File: src/rtl/mode_switcher_sync_if.sv
// Data-stream bundle between the acquisition/test engines and the mode switcher.
// master = engine side (drives source words), slave = switcher (drives FIFO/parallel words).
interface mode_switcher_sync_if #(parameter int DATA_WIDTH = 16);
  logic [DATA_WIDTH-1:0] AcqData;
  logic                  AcqData_en;
  logic [DATA_WIDTH-1:0] SweepAcqData;
  logic                  SweepAcqData_en;
  logic [DATA_WIDTH-1:0] SCTestData;
  logic                  SCTestData_en;
  logic [DATA_WIDTH-1:0] UsbFifoData;
  logic                  UsbFifoData_en;
  logic [DATA_WIDTH-1:0] ParallelData;
  logic                  ParallelData_en;

  modport master (
    output AcqData, AcqData_en, SweepAcqData, SweepAcqData_en, SCTestData, SCTestData_en,
    input  UsbFifoData, UsbFifoData_en, ParallelData, ParallelData_en
  );
  modport slave (
    input  AcqData, AcqData_en, SweepAcqData, SweepAcqData_en, SCTestData, SCTestData_en,
    output UsbFifoData, UsbFifoData_en, ParallelData, ParallelData_en
  );
endinterface

File: src/rtl/mode_switcher_sync.sv
// Registered ACQ / S-curve / sweep-ACQ mode mux with a drain-reset-settle handover FSM.
// Latency: 1 cycle in RUN; no backpressure, data is forwarded or dropped by mode.
module mode_switcher_sync #(
  parameter int DAC_WIDTH     = 10,
  parameter int DAC_NUM       = 3,
  parameter int DAC_SEL_WIDTH = 2,
  parameter int MASK_WIDTH    = 192,
  parameter int CTEST_WIDTH   = 64,
  parameter int DATA_WIDTH    = 16,
  parameter int QUIET_CYCLES  = 8,
  parameter int DRAIN_TIMEOUT = 1024,
  parameter int SETTLE_CYCLES = 4
) (
  input  logic                         Clk,
  input  logic                         reset_n,
  input  logic [1:0]                   ModeSelect,
  input  logic [DAC_NUM*DAC_WIDTH-1:0] UsbDac,
  input  logic [DAC_WIDTH-1:0]         SCTestDac,
  input  logic [DAC_WIDTH-1:0]         SweepAcqDac,
  input  logic [DAC_SEL_WIDTH-1:0]     SweepAcqDacSelect,
  input  logic [MASK_WIDTH-1:0]        UsbChannelMask,
  input  logic [MASK_WIDTH-1:0]        SCTestChannelMask,
  input  logic [CTEST_WIDTH-1:0]       UsbCTestChannel,
  input  logic [CTEST_WIDTH-1:0]       SCTestCTestChannel,
  input  logic                         UsbSCParameterLoad,
  input  logic                         SCTestSCParameterLoad,
  input  logic                         SweepAcqSCParameterLoad,
  input  logic                         UsbSCOrReadreg,
  input  logic                         UsbAcqStartStop,
  input  logic                         UsbSweepTestStartStop,
  input  logic                         SweepTestUsbStartStop,
  input  logic                         SweepAcqAcqStartStop,
  input  logic                         SCTestDone,
  input  logic                         SweepAcqDone,
  input  logic                         SweepAcqSingleDacDone,
  mode_switcher_sync_if.slave          dataIf,
  output logic [DAC_NUM*DAC_WIDTH-1:0] OutDac,
  output logic [MASK_WIDTH-1:0]        OutChannelMask,
  output logic [CTEST_WIDTH-1:0]       OutCTestChannel,
  output logic                         OutSCParameterLoad,
  output logic                         OutSCOrReadreg,
  output logic                         OutSCTestStartStop,
  output logic                         OutSweepAcqStartStop,
  output logic                         OutUsbStartStop,
  output logic                         AcqStartStop,
  output logic                         SweepTestDone,
  output logic                         OutForceReset,
  output logic [1:0]                   ActiveMode,
  output logic                         ModeSwitchBusy,
  output logic                         ModeSwitchDone,
  output logic                         ModeSwitchTimeout
);
  localparam logic [1:0] MODE_ACQ = 2'b00, MODE_SCURVE = 2'b01, MODE_SWEEP = 2'b10;
  localparam int QW = $clog2(QUIET_CYCLES + 1);
  localparam int DW = $clog2(DRAIN_TIMEOUT + 1);
  localparam int SW = $clog2(SETTLE_CYCLES + 1);

  typedef enum logic [1:0] {ST_RUN, ST_DRAIN, ST_SETTLE} stateT;

  stateT state, stateNext;
  logic [1:0] PendingMode, activeNext, pendingNext, selMode;
  logic [QW-1:0] QuietCnt, quietNext;
  logic [DW-1:0] DrainCnt, drainNext;
  logic [SW-1:0] SettleCnt, settleNext;
  logic doneNext, timeoutNext, forcePulse, oldEn, holdStarts, holdData;

  logic [DAC_NUM*DAC_WIDTH-1:0] rDac;
  logic [MASK_WIDTH-1:0]        rMask;
  logic [CTEST_WIDTH-1:0]       rCTest;
  logic [DATA_WIDTH-1:0]        rFifo, rPar;
  logic rLoad, rReadreg, rScStart, rSwStart, rUsbStart, rAcqStart, rTestDone, rForce;
  logic rFifoEn, rParEn;

  assign selMode = (ModeSelect == 2'b11) ? MODE_ACQ : ModeSelect;

  always_comb begin
    case (ActiveMode)
      MODE_SCURVE: oldEn = dataIf.SCTestData_en;
      MODE_SWEEP:  oldEn = dataIf.SweepAcqData_en | dataIf.AcqData_en;
      default:     oldEn = dataIf.AcqData_en;
    endcase
  end

  always_ff @(posedge Clk or negedge reset_n) begin
    if (!reset_n) begin
      state       <= ST_RUN;
      ActiveMode  <= MODE_ACQ;
      PendingMode <= MODE_ACQ;
      QuietCnt    <= '0;
      DrainCnt    <= '0;
      SettleCnt   <= '0;
    end else begin
      state       <= stateNext;
      ActiveMode  <= activeNext;
      PendingMode <= pendingNext;
      QuietCnt    <= quietNext;
      DrainCnt    <= drainNext;
      SettleCnt   <= settleNext;
    end
  end

  always_comb begin
    stateNext   = state;
    activeNext  = ActiveMode;
    pendingNext = PendingMode;
    quietNext   = QuietCnt;
    drainNext   = DrainCnt;
    settleNext  = SettleCnt;
    doneNext    = 1'b0;
    timeoutNext = 1'b0;
    forcePulse  = 1'b0;
    case (state)
      ST_RUN: begin
        quietNext  = '0;
        drainNext  = '0;
        settleNext = '0;
        if (selMode != ActiveMode) begin
          stateNext   = ST_DRAIN;
          pendingNext = selMode;
        end
      end
      ST_DRAIN: begin
        if (selMode == ActiveMode) begin
          stateNext = ST_RUN;
        end else begin
          pendingNext = selMode;
          if (QuietCnt == QW'(QUIET_CYCLES) || DrainCnt == DW'(DRAIN_TIMEOUT - 1)) begin
            stateNext   = ST_SETTLE;
            activeNext  = PendingMode;
            forcePulse  = 1'b1;
            timeoutNext = (QuietCnt != QW'(QUIET_CYCLES));
          end else begin
            drainNext = DrainCnt + 1'b1;
            if (oldEn) quietNext = '0;
            else if (QuietCnt != QW'(QUIET_CYCLES)) quietNext = QuietCnt + 1'b1;
          end
        end
      end
      ST_SETTLE: begin
        if (SettleCnt == SW'(SETTLE_CYCLES - 1)) begin
          stateNext  = ST_RUN;
          doneNext   = 1'b1;
          settleNext = '0;
        end else begin
          settleNext = SettleCnt + 1'b1;
        end
      end
      default: stateNext = ST_RUN;
    endcase
  end

  // Routing follows the mode that will be active after this edge, so SETTLE already sees the new mode.
  always_comb begin
    rDac      = UsbDac;
    rMask     = UsbChannelMask;
    rCTest    = UsbCTestChannel;
    rLoad     = UsbSCParameterLoad;
    rReadreg  = UsbSCOrReadreg;
    rScStart  = 1'b0;
    rSwStart  = 1'b0;
    rUsbStart = UsbAcqStartStop;
    rAcqStart = UsbAcqStartStop;
    rTestDone = 1'b0;
    rForce    = 1'b0;
    rFifo     = dataIf.AcqData;
    rFifoEn   = dataIf.AcqData_en;
    rPar      = '0;
    rParEn    = 1'b0;
    case (activeNext)
      MODE_SCURVE: begin
        rDac      = {DAC_NUM{SCTestDac}};
        rMask     = SCTestChannelMask;
        rCTest    = SCTestCTestChannel;
        rLoad     = SCTestSCParameterLoad;
        rReadreg  = 1'b0;
        rScStart  = UsbSweepTestStartStop;
        rTestDone = SCTestDone;
        rUsbStart = SweepTestUsbStartStop;
        rAcqStart = 1'b0;
        rFifo     = dataIf.SCTestData;
        rFifoEn   = dataIf.SCTestData_en;
      end
      MODE_SWEEP: begin
        for (int k = 0; k < DAC_NUM; k++) begin
          if (int'(SweepAcqDacSelect) == k) rDac[k*DAC_WIDTH +: DAC_WIDTH] = SweepAcqDac;
        end
        rLoad     = SweepAcqSCParameterLoad;
        rReadreg  = 1'b0;
        rSwStart  = UsbSweepTestStartStop;
        rTestDone = SweepAcqDone;
        rUsbStart = SweepTestUsbStartStop;
        rAcqStart = SweepAcqAcqStartStop;
        rForce    = SweepAcqSingleDacDone;
        rFifo     = dataIf.SweepAcqData;
        rFifoEn   = dataIf.SweepAcqData_en;
        rPar      = dataIf.AcqData;
        rParEn    = dataIf.AcqData_en;
      end
      default: ;
    endcase
  end

  assign holdStarts = (stateNext != ST_RUN);
  assign holdData   = (stateNext == ST_SETTLE);

  always_ff @(posedge Clk or negedge reset_n) begin
    if (!reset_n) begin
      OutDac                 <= '0;
      OutChannelMask         <= '0;
      OutCTestChannel        <= '0;
      OutSCParameterLoad     <= 1'b0;
      OutSCOrReadreg         <= 1'b0;
      OutSCTestStartStop     <= 1'b0;
      OutSweepAcqStartStop   <= 1'b0;
      OutUsbStartStop        <= 1'b0;
      AcqStartStop           <= 1'b0;
      SweepTestDone          <= 1'b0;
      OutForceReset          <= 1'b0;
      ModeSwitchBusy         <= 1'b0;
      ModeSwitchDone         <= 1'b0;
      ModeSwitchTimeout      <= 1'b0;
      dataIf.UsbFifoData     <= '0;
      dataIf.UsbFifoData_en  <= 1'b0;
      dataIf.ParallelData    <= '0;
      dataIf.ParallelData_en <= 1'b0;
    end else begin
      OutDac                 <= rDac;
      OutChannelMask         <= rMask;
      OutCTestChannel        <= rCTest;
      OutSCOrReadreg         <= rReadreg;
      OutSCParameterLoad     <= rLoad & ~holdStarts;
      OutSCTestStartStop     <= rScStart & ~holdStarts;
      OutSweepAcqStartStop   <= rSwStart & ~holdStarts;
      OutUsbStartStop        <= rUsbStart & ~holdStarts;
      AcqStartStop           <= rAcqStart & ~holdStarts;
      SweepTestDone          <= rTestDone & ~holdStarts;
      OutForceReset          <= forcePulse | (rForce & ~holdStarts);
      ModeSwitchBusy         <= holdStarts;
      ModeSwitchDone         <= doneNext;
      ModeSwitchTimeout      <= timeoutNext;
      dataIf.UsbFifoData     <= holdData ? '0 : rFifo;
      dataIf.UsbFifoData_en  <= rFifoEn & ~holdData;
      dataIf.ParallelData    <= holdData ? '0 : rPar;
      dataIf.ParallelData_en <= rParEn & ~holdData;
    end
  end
endmodule

File: src/flat_wrapper.sv
// flat-port wrapper written by rule: the top's interface ports become plain ports
module mode_switcher_sync_flat 
#(
  parameter int DAC_WIDTH     = 10,
  parameter int DAC_NUM       = 3,
  parameter int DAC_SEL_WIDTH = 2,
  parameter int MASK_WIDTH    = 192,
  parameter int CTEST_WIDTH   = 64,
  parameter int DATA_WIDTH    = 16,
  parameter int QUIET_CYCLES  = 8,
  parameter int DRAIN_TIMEOUT = 1024,
  parameter int SETTLE_CYCLES = 4
)
  (Clk, reset_n, ModeSelect, UsbDac, SCTestDac, SweepAcqDac, SweepAcqDacSelect, UsbChannelMask, SCTestChannelMask, UsbCTestChannel, SCTestCTestChannel, UsbSCParameterLoad, SCTestSCParameterLoad, SweepAcqSCParameterLoad, UsbSCOrReadreg, UsbAcqStartStop, UsbSweepTestStartStop, SweepTestUsbStartStop, SweepAcqAcqStartStop, SCTestDone, SweepAcqDone, SweepAcqSingleDacDone, OutDac, OutChannelMask, OutCTestChannel, OutSCParameterLoad, OutSCOrReadreg, OutSCTestStartStop, OutSweepAcqStartStop, OutUsbStartStop, AcqStartStop, SweepTestDone, OutForceReset, ActiveMode, ModeSwitchBusy, ModeSwitchDone, ModeSwitchTimeout, dataIf_AcqData, dataIf_AcqData_en, dataIf_SweepAcqData, dataIf_SweepAcqData_en, dataIf_SCTestData, dataIf_SCTestData_en, dataIf_UsbFifoData, dataIf_UsbFifoData_en, dataIf_ParallelData, dataIf_ParallelData_en);
  mode_switcher_sync_if #(.DATA_WIDTH(DATA_WIDTH)) dataIf_i ();
  input  logic Clk;
  input  logic reset_n;
  input  logic [1:0] ModeSelect;
  input  logic [DAC_NUM*DAC_WIDTH-1:0] UsbDac;
  input  logic [DAC_WIDTH-1:0] SCTestDac;
  input  logic [DAC_WIDTH-1:0] SweepAcqDac;
  input  logic [DAC_SEL_WIDTH-1:0] SweepAcqDacSelect;
  input  logic [MASK_WIDTH-1:0] UsbChannelMask;
  input  logic [MASK_WIDTH-1:0] SCTestChannelMask;
  input  logic [CTEST_WIDTH-1:0] UsbCTestChannel;
  input  logic [CTEST_WIDTH-1:0] SCTestCTestChannel;
  input  logic UsbSCParameterLoad;
  input  logic SCTestSCParameterLoad;
  input  logic SweepAcqSCParameterLoad;
  input  logic UsbSCOrReadreg;
  input  logic UsbAcqStartStop;
  input  logic UsbSweepTestStartStop;
  input  logic SweepTestUsbStartStop;
  input  logic SweepAcqAcqStartStop;
  input  logic SCTestDone;
  input  logic SweepAcqDone;
  input  logic SweepAcqSingleDacDone;
  output logic [DAC_NUM*DAC_WIDTH-1:0] OutDac;
  output logic [MASK_WIDTH-1:0] OutChannelMask;
  output logic [CTEST_WIDTH-1:0] OutCTestChannel;
  output logic OutSCParameterLoad;
  output logic OutSCOrReadreg;
  output logic OutSCTestStartStop;
  output logic OutSweepAcqStartStop;
  output logic OutUsbStartStop;
  output logic AcqStartStop;
  output logic SweepTestDone;
  output logic OutForceReset;
  output logic [1:0] ActiveMode;
  output logic ModeSwitchBusy;
  output logic ModeSwitchDone;
  output logic ModeSwitchTimeout;
  input wire logic [$bits(dataIf_i.AcqData)-1:0] dataIf_AcqData;
  input wire logic [$bits(dataIf_i.AcqData_en)-1:0] dataIf_AcqData_en;
  input wire logic [$bits(dataIf_i.SweepAcqData)-1:0] dataIf_SweepAcqData;
  input wire logic [$bits(dataIf_i.SweepAcqData_en)-1:0] dataIf_SweepAcqData_en;
  input wire logic [$bits(dataIf_i.SCTestData)-1:0] dataIf_SCTestData;
  input wire logic [$bits(dataIf_i.SCTestData_en)-1:0] dataIf_SCTestData_en;
  output wire logic [$bits(dataIf_i.UsbFifoData)-1:0] dataIf_UsbFifoData;
  output wire logic [$bits(dataIf_i.UsbFifoData_en)-1:0] dataIf_UsbFifoData_en;
  output wire logic [$bits(dataIf_i.ParallelData)-1:0] dataIf_ParallelData;
  output wire logic [$bits(dataIf_i.ParallelData_en)-1:0] dataIf_ParallelData_en;
  assign dataIf_i.AcqData = dataIf_AcqData;
  assign dataIf_i.AcqData_en = dataIf_AcqData_en;
  assign dataIf_i.SweepAcqData = dataIf_SweepAcqData;
  assign dataIf_i.SweepAcqData_en = dataIf_SweepAcqData_en;
  assign dataIf_i.SCTestData = dataIf_SCTestData;
  assign dataIf_i.SCTestData_en = dataIf_SCTestData_en;
  assign dataIf_UsbFifoData = dataIf_i.UsbFifoData;
  assign dataIf_UsbFifoData_en = dataIf_i.UsbFifoData_en;
  assign dataIf_ParallelData = dataIf_i.ParallelData;
  assign dataIf_ParallelData_en = dataIf_i.ParallelData_en;
  mode_switcher_sync #(.DAC_WIDTH(DAC_WIDTH), .DAC_NUM(DAC_NUM), .DAC_SEL_WIDTH(DAC_SEL_WIDTH), .MASK_WIDTH(MASK_WIDTH), .CTEST_WIDTH(CTEST_WIDTH), .DATA_WIDTH(DATA_WIDTH), .QUIET_CYCLES(QUIET_CYCLES), .DRAIN_TIMEOUT(DRAIN_TIMEOUT), .SETTLE_CYCLES(SETTLE_CYCLES)) u_core (.Clk(Clk), .reset_n(reset_n), .ModeSelect(ModeSelect), .UsbDac(UsbDac), .SCTestDac(SCTestDac), .SweepAcqDac(SweepAcqDac), .SweepAcqDacSelect(SweepAcqDacSelect), .UsbChannelMask(UsbChannelMask), .SCTestChannelMask(SCTestChannelMask), .UsbCTestChannel(UsbCTestChannel), .SCTestCTestChannel(SCTestCTestChannel), .UsbSCParameterLoad(UsbSCParameterLoad), .SCTestSCParameterLoad(SCTestSCParameterLoad), .SweepAcqSCParameterLoad(SweepAcqSCParameterLoad), .UsbSCOrReadreg(UsbSCOrReadreg), .UsbAcqStartStop(UsbAcqStartStop), .UsbSweepTestStartStop(UsbSweepTestStartStop), .SweepTestUsbStartStop(SweepTestUsbStartStop), .SweepAcqAcqStartStop(SweepAcqAcqStartStop), .SCTestDone(SCTestDone), .SweepAcqDone(SweepAcqDone), .SweepAcqSingleDacDone(SweepAcqSingleDacDone), .dataIf(dataIf_i), .OutDac(OutDac), .OutChannelMask(OutChannelMask), .OutCTestChannel(OutCTestChannel), .OutSCParameterLoad(OutSCParameterLoad), .OutSCOrReadreg(OutSCOrReadreg), .OutSCTestStartStop(OutSCTestStartStop), .OutSweepAcqStartStop(OutSweepAcqStartStop), .OutUsbStartStop(OutUsbStartStop), .AcqStartStop(AcqStartStop), .SweepTestDone(SweepTestDone), .OutForceReset(OutForceReset), .ActiveMode(ActiveMode), .ModeSwitchBusy(ModeSwitchBusy), .ModeSwitchDone(ModeSwitchDone), .ModeSwitchTimeout(ModeSwitchTimeout));
endmodule
File: config.mk
export PLATFORM = sky130hd
export DESIGN_NAME = mode_switcher_sync_flat
export DESIGN_NICKNAME = d
export VERILOG_FILES = /design/src/rtl/mode_switcher_sync_if.sv /design/src/rtl/mode_switcher_sync.sv /design/src/flat_wrapper.sv
export SDC_FILE = /design/constraint.sdc
export NUM_CORES = 1
export LEC_CHECK = 0
export CAP_MARGIN = 5
export CELL_PAD_IN_SITES_DETAIL_PLACEMENT = 1
export CELL_PAD_IN_SITES_GLOBAL_PLACEMENT = 2
export CORE_AREA = 2 2 370 372
export DETAILED_ROUTE_END_ITERATION = 7
export DIE_AREA = 0 0 372 374
export PLACE_DENSITY_LB_ADDON = 0.1
export REMOVE_ABC_BUFFERS = 1
export SLEW_MARGIN = 20
export SYNTH_ARGS = -nofsm -noshare
export SYNTH_HDL_FRONTEND = slang
export SYNTH_SLANG_ARGS = --single-unit
File: constraint.sdc
create_clock -name Clk -period 10 [get_ports Clk]
set_clock_uncertainty 0.2 [all_clocks]
set_input_delay 3 -clock Clk [delete_from_list [all_inputs] [get_ports Clk]]
set_output_delay 3 -clock Clk [all_outputs]
set_load 0.02 [all_outputs]
==> run_1/power_grid.png <==
Bar = 100 um. Pins as bars on the die edge.
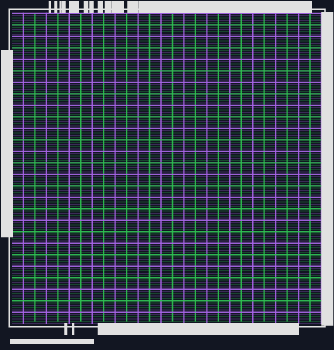
VSS: shown in purple. VDD: shown in green.
27 straps on met5. 963 signal pins sit on the boundary. 136 met1 rails follow the rows. 27 straps on met4.
die boundary height: 374 um
core area: 135000 sq um
x dimension of the die: 372 um

==> run_1/placement_by_type.png <==
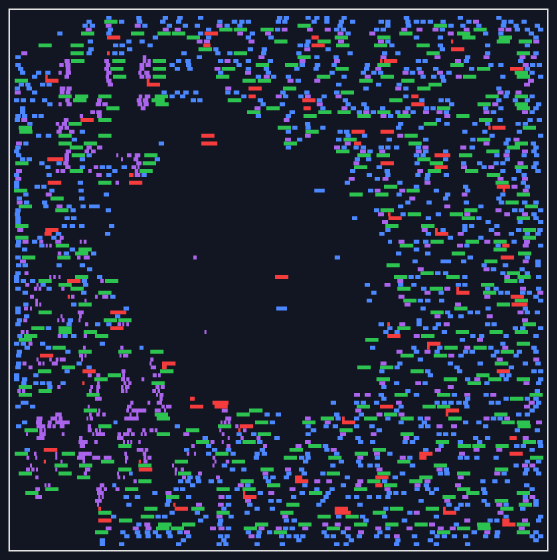
remaining buffers and delay cells: shown in blue, cells 971. sequential cells: shown in green, cells 355. combinational and other logic: shown in purple, cells 568. clock drivers and dummy loads: shown in red, cells 100.
Design Area, Final: 27960 sq um
flop share of the area: 0.3177
row count: 135
final core utilization: 0.2072

==> run_1/clk_routes.png <==
Bar = 100 um.
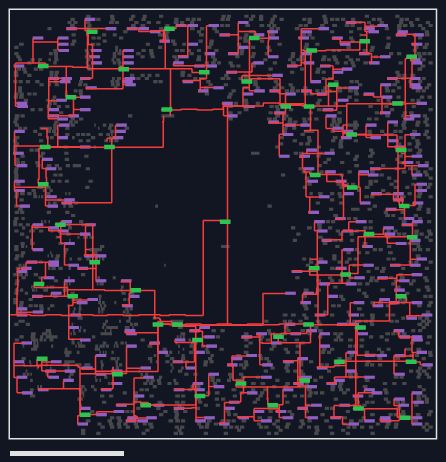
flip-flops: shown in purple, count 355. clock drivers: shown in green, count 53. clock wires: shown in red, length 8370 um.
There are 54 routed clock nets.
part of the power in the clock network: 0.485
power in the clock group: 0.00205 W

==> run_1/wires.png <==
Bar = 100 um.
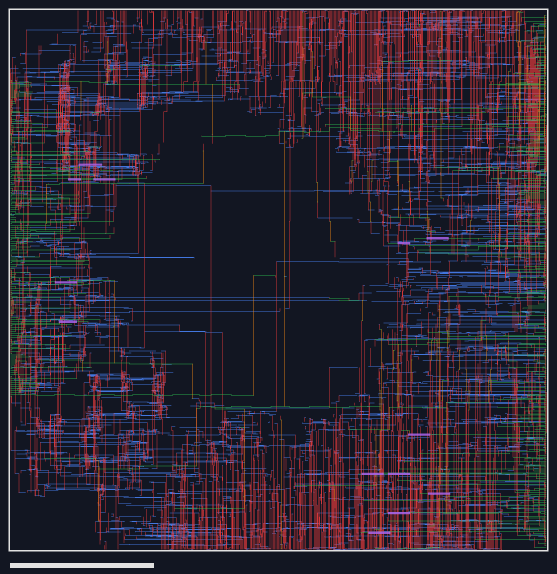
metal 3: shown in green, wire length 10000 um. metal 1: shown in blue, wire length 32.8 mm. metal 5: shown in purple, wire length 165 um. metal 2: shown in red, wire length 51.4 mm. metal 4: shown in orange, wire length 2550 um.
average wire per cell in the routed design: 25.55 um
global routing usage summed across all routing layers: 0.1347
number of vias in the routed layout: 12620
Routed Wire Length: 96960 um

-- run 1: power by group through the flow --
stage	sequential [W]	clock, W	combinational [W]
detailed placement	0.00156	0	0.000655
global placement	0.00156	0	0.000652
CTS	0.00153	0.00216	0.000658
finish	0.00153	0.00205	0.000641
floorplan	0.00163	0	0.0000870
global route	0.00154	0.00220	0.000686
-- run 1: layout make-up --
type                    count  area [sq um]
diodes                     20         50.05
well taps                1781          2228
repair buffers            971          9752
fillers                 15000        107000
clock inverters            24         306.5
multi-input cells         559          5140
inverters                   9         36.28
clock buffers              76          1564
flip-flops and latches    355          8884
-- run 1: stage by stage --
stage,utilization,hold slack [ns]
after global placement,0.1929,0.2590
after detailed placement,0.1929,0.2671
after global routing,0.2070,0.3146
final,0.2072,0.2750
after CTS,0.2068,0.2807
after floorplan,-,0.2486
==> notes.md, run 1 <==
Flow results are below.

- The synthesis report lists the most area-consuming cells as sky130_fd_sc_hd__dfrtp_1 62%, sky130_fd_sc_hd__mux2_2 20%, sky130_fd_sc_hd__a221o_1 2.1%.
- The final worst slack is 3.428 ns, for reference.
- The aggregate global routing overflow is 0, for reference.
- The final hold violation count is 0, for reference.
- In this run the critical path is formed by clkdlybuf4s50_1 > and4bb_1 > a211oi_1 > nand3_4 > mux2i_1 > ha_4 > nor2b_1 > and2_1 > a221o_1.
- The final cycle utilization of the critical path is 0.6572, for reference.
- Per the synth stats, the proportion of register bits with asynchronous set or reset is 1.000.
- Max fanout on the critical path was recorded as 32.
- In this run, the synthesized area fraction spent on and/or/nand/nor cells is recorded as 0.06363.
- The slew at the pin closest to its max-slew limit is 1.157 ns, for reference.
- The net count reported at finish is 2587, for reference.
- STA classifies the critical path startpoint as an input port.
- The registers reported with the highest flop counts are u_core.OutChannelMask x192, u_core.OutCTestChannel x64, u_core.OutDac x30.
- The CTS tree is built, for reference.
- The violation tally from detailed-route iteration zero is 367, for reference.
- Following the worst setup path forward leads to its endpoint at u_core.OutDac[13].
- The per-cell via count in the routed design is 3.324, for reference.
- Logged for this run, the post-placement worst setup slack is 2.642 ns.
- The detailed-routed wire length on met2 is 51430 um, for reference.
- The number of gates resized after cts is 0, for reference.
- Measured against the total synthesized area, the mux share comes to 0.2070.
- The flow ran to the end, and the final reports show no timing, DRC or antenna violations.
## Run 2: what changed since run 1
- CORE_AREA: 2 2 370 372 -> 2 2 376 378
- DIE_AREA: 0 0 372 374 -> 0 0 378 380
- clock period: 10 -> 6.45 ns (I/O delays scaled with it)
==> run 2 against run 1 <==
  * Power rose by 55%
  * Critical path type unchanged
  * Highest routed layer unchanged
  * Clock-buffer cell count rose by 12
  * Global-route usage fell by 0.15 points
==> notes.md, run 2 <==
Flow results are below.

- The clock network area share is 0.06656 (was 0.06690), for reference.
- Sequence of cells on the critical path: clkdlybuf4s50_1 > xor2_1 > a211oi_1 > buf_4 > nand3_4 > mux2_4 > ha_2 > nor2_1 > buf_4 > a22o_1 > a221o_1 (was clkdlybuf4s50_1 > and4bb_1 > a211oi_1 > nand3_4 > mux2i_1 > ha_4 > nor2b_1 > and2_1 > a221o_1).
- The number of well taps came to 1876 (was 1781).
- The setup slack after placement is 0.9199 ns (was 2.642 ns), for reference.
- The number of filler cells placed in the layout was 15600 (was 15000).
- The violation tally from detailed-route iteration zero is 356 (was 367), for reference.
- The combinational cell power is 0.00100 W (was 0.000641 W), for reference.
- The logic area is 5142 sq um (was 5140 sq um), for reference.
- The sequential cell area is 8884 sq um (unchanged), for reference.
- The power group with the highest consumption is clock (unchanged).
- The final hold violation count came to 0 (unchanged).
- The die outline height is 380 um (was 374 um), for reference.
- Status: finished clean (unchanged).
- The per-cell via count in the routed design is 3.248 (was 3.324).
- The maximum fanout encountered on the critical timing path is 8 (was 32), for reference.
- The synthesized-area fraction occupied by and/or/nand/nor cells was 0.06363 (unchanged).
- The routed wire length per instance came to 25.28 um (was 25.55 um).
- The aggregate global routing overflow was 0 (unchanged).
- The horizontal die dimension came to 378 um (was 372 um).
- Top Registers: u_core.OutChannelMask x192, u_core.OutCTestChannel x64, u_core.OutDac x30 (unchanged).
- Top area cell types: sky130_fd_sc_hd__dfrtp_1 62%, sky130_fd_sc_hd__mux2_2 20%, sky130_fd_sc_hd__a221o_1 2.1% (unchanged).
- The clock share of power is 0.485 (about the same), for reference.
- The share of async-settable or async-resettable flops after synthesis is 1.000 (unchanged).
- The overall fraction of global-route tracks in use is 0.1332 (was 0.1347).
[run 2: worst max-delay path by stage]
| stage | from | end | slack [ns] | cells past startpoint |
|---|---|---|---|---|
| floorplan | ModeSelect[0] | u_core.OutCTestChannel[0] | -3.93 | 6 |
| global placement | ModeSelect[0] | u_core.OutDac[20] | 0.70 | 10 |
| detailed placement | ModeSelect[0] | u_core.dataIf.UsbFifoData[11] | 0.92 | 11 |
| CTS | ModeSelect[0] | u_core.dataIf.UsbFifoData[7] | 1.60 | 11 |
| global route | ModeSelect[0] | u_core.dataIf.UsbFifoData[2] | 1.39 | 12 |
| finish | ModeSelect[0] | u_core.OutDac[18] | 1.57 | 11 |
==> run_2/wires.png <==
Bar = 100 um.
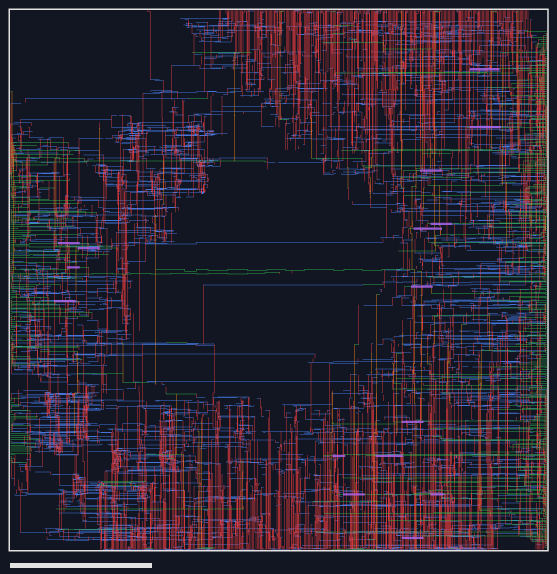
metal 3: shown in green, wire length 10300 um. metal 1: shown in blue, wire length 33.5 mm. metal 4: shown in orange, wire length 2900 um. metal 5: shown in purple, wire length 222 um. metal 2: shown in red, wire length 51.9 mm.
number of vias in the routed layout: 12700
Routed Wire Length: 98860 um

==> run_2/clk_routes.png <==
Bar = 100 um.
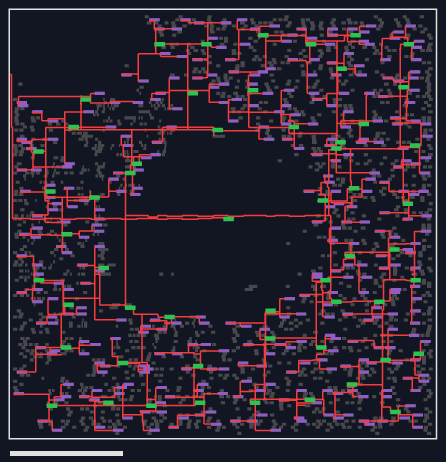
flip-flops: shown in purple, count 355. clock drivers: shown in green, count 55. clock wires: shown in red, length 8560 um.
Position of the flops: widely spread. There are 56 routed clock nets.
power in the clock group: 0.00318 W
clock latency reported for the late side of the worst-skew pair: 0.61 ns

==> run_2/placement_by_type.png <==
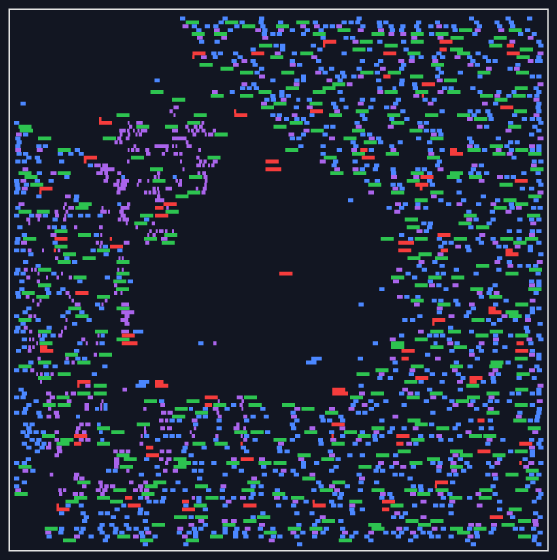
remaining buffers and delay cells: shown in blue, cells 983. combinational and other logic: shown in purple, cells 568. clock drivers and dummy loads: shown in red, cells 99. sequential cells: shown in green, cells 355.
core area: 139200 sq um
flop share of the area: 0.3149
row count: 137
Design Area, Final: 28210 sq um
final core utilization: 0.2027

Power is estimated from default activity; no workload was simulated.
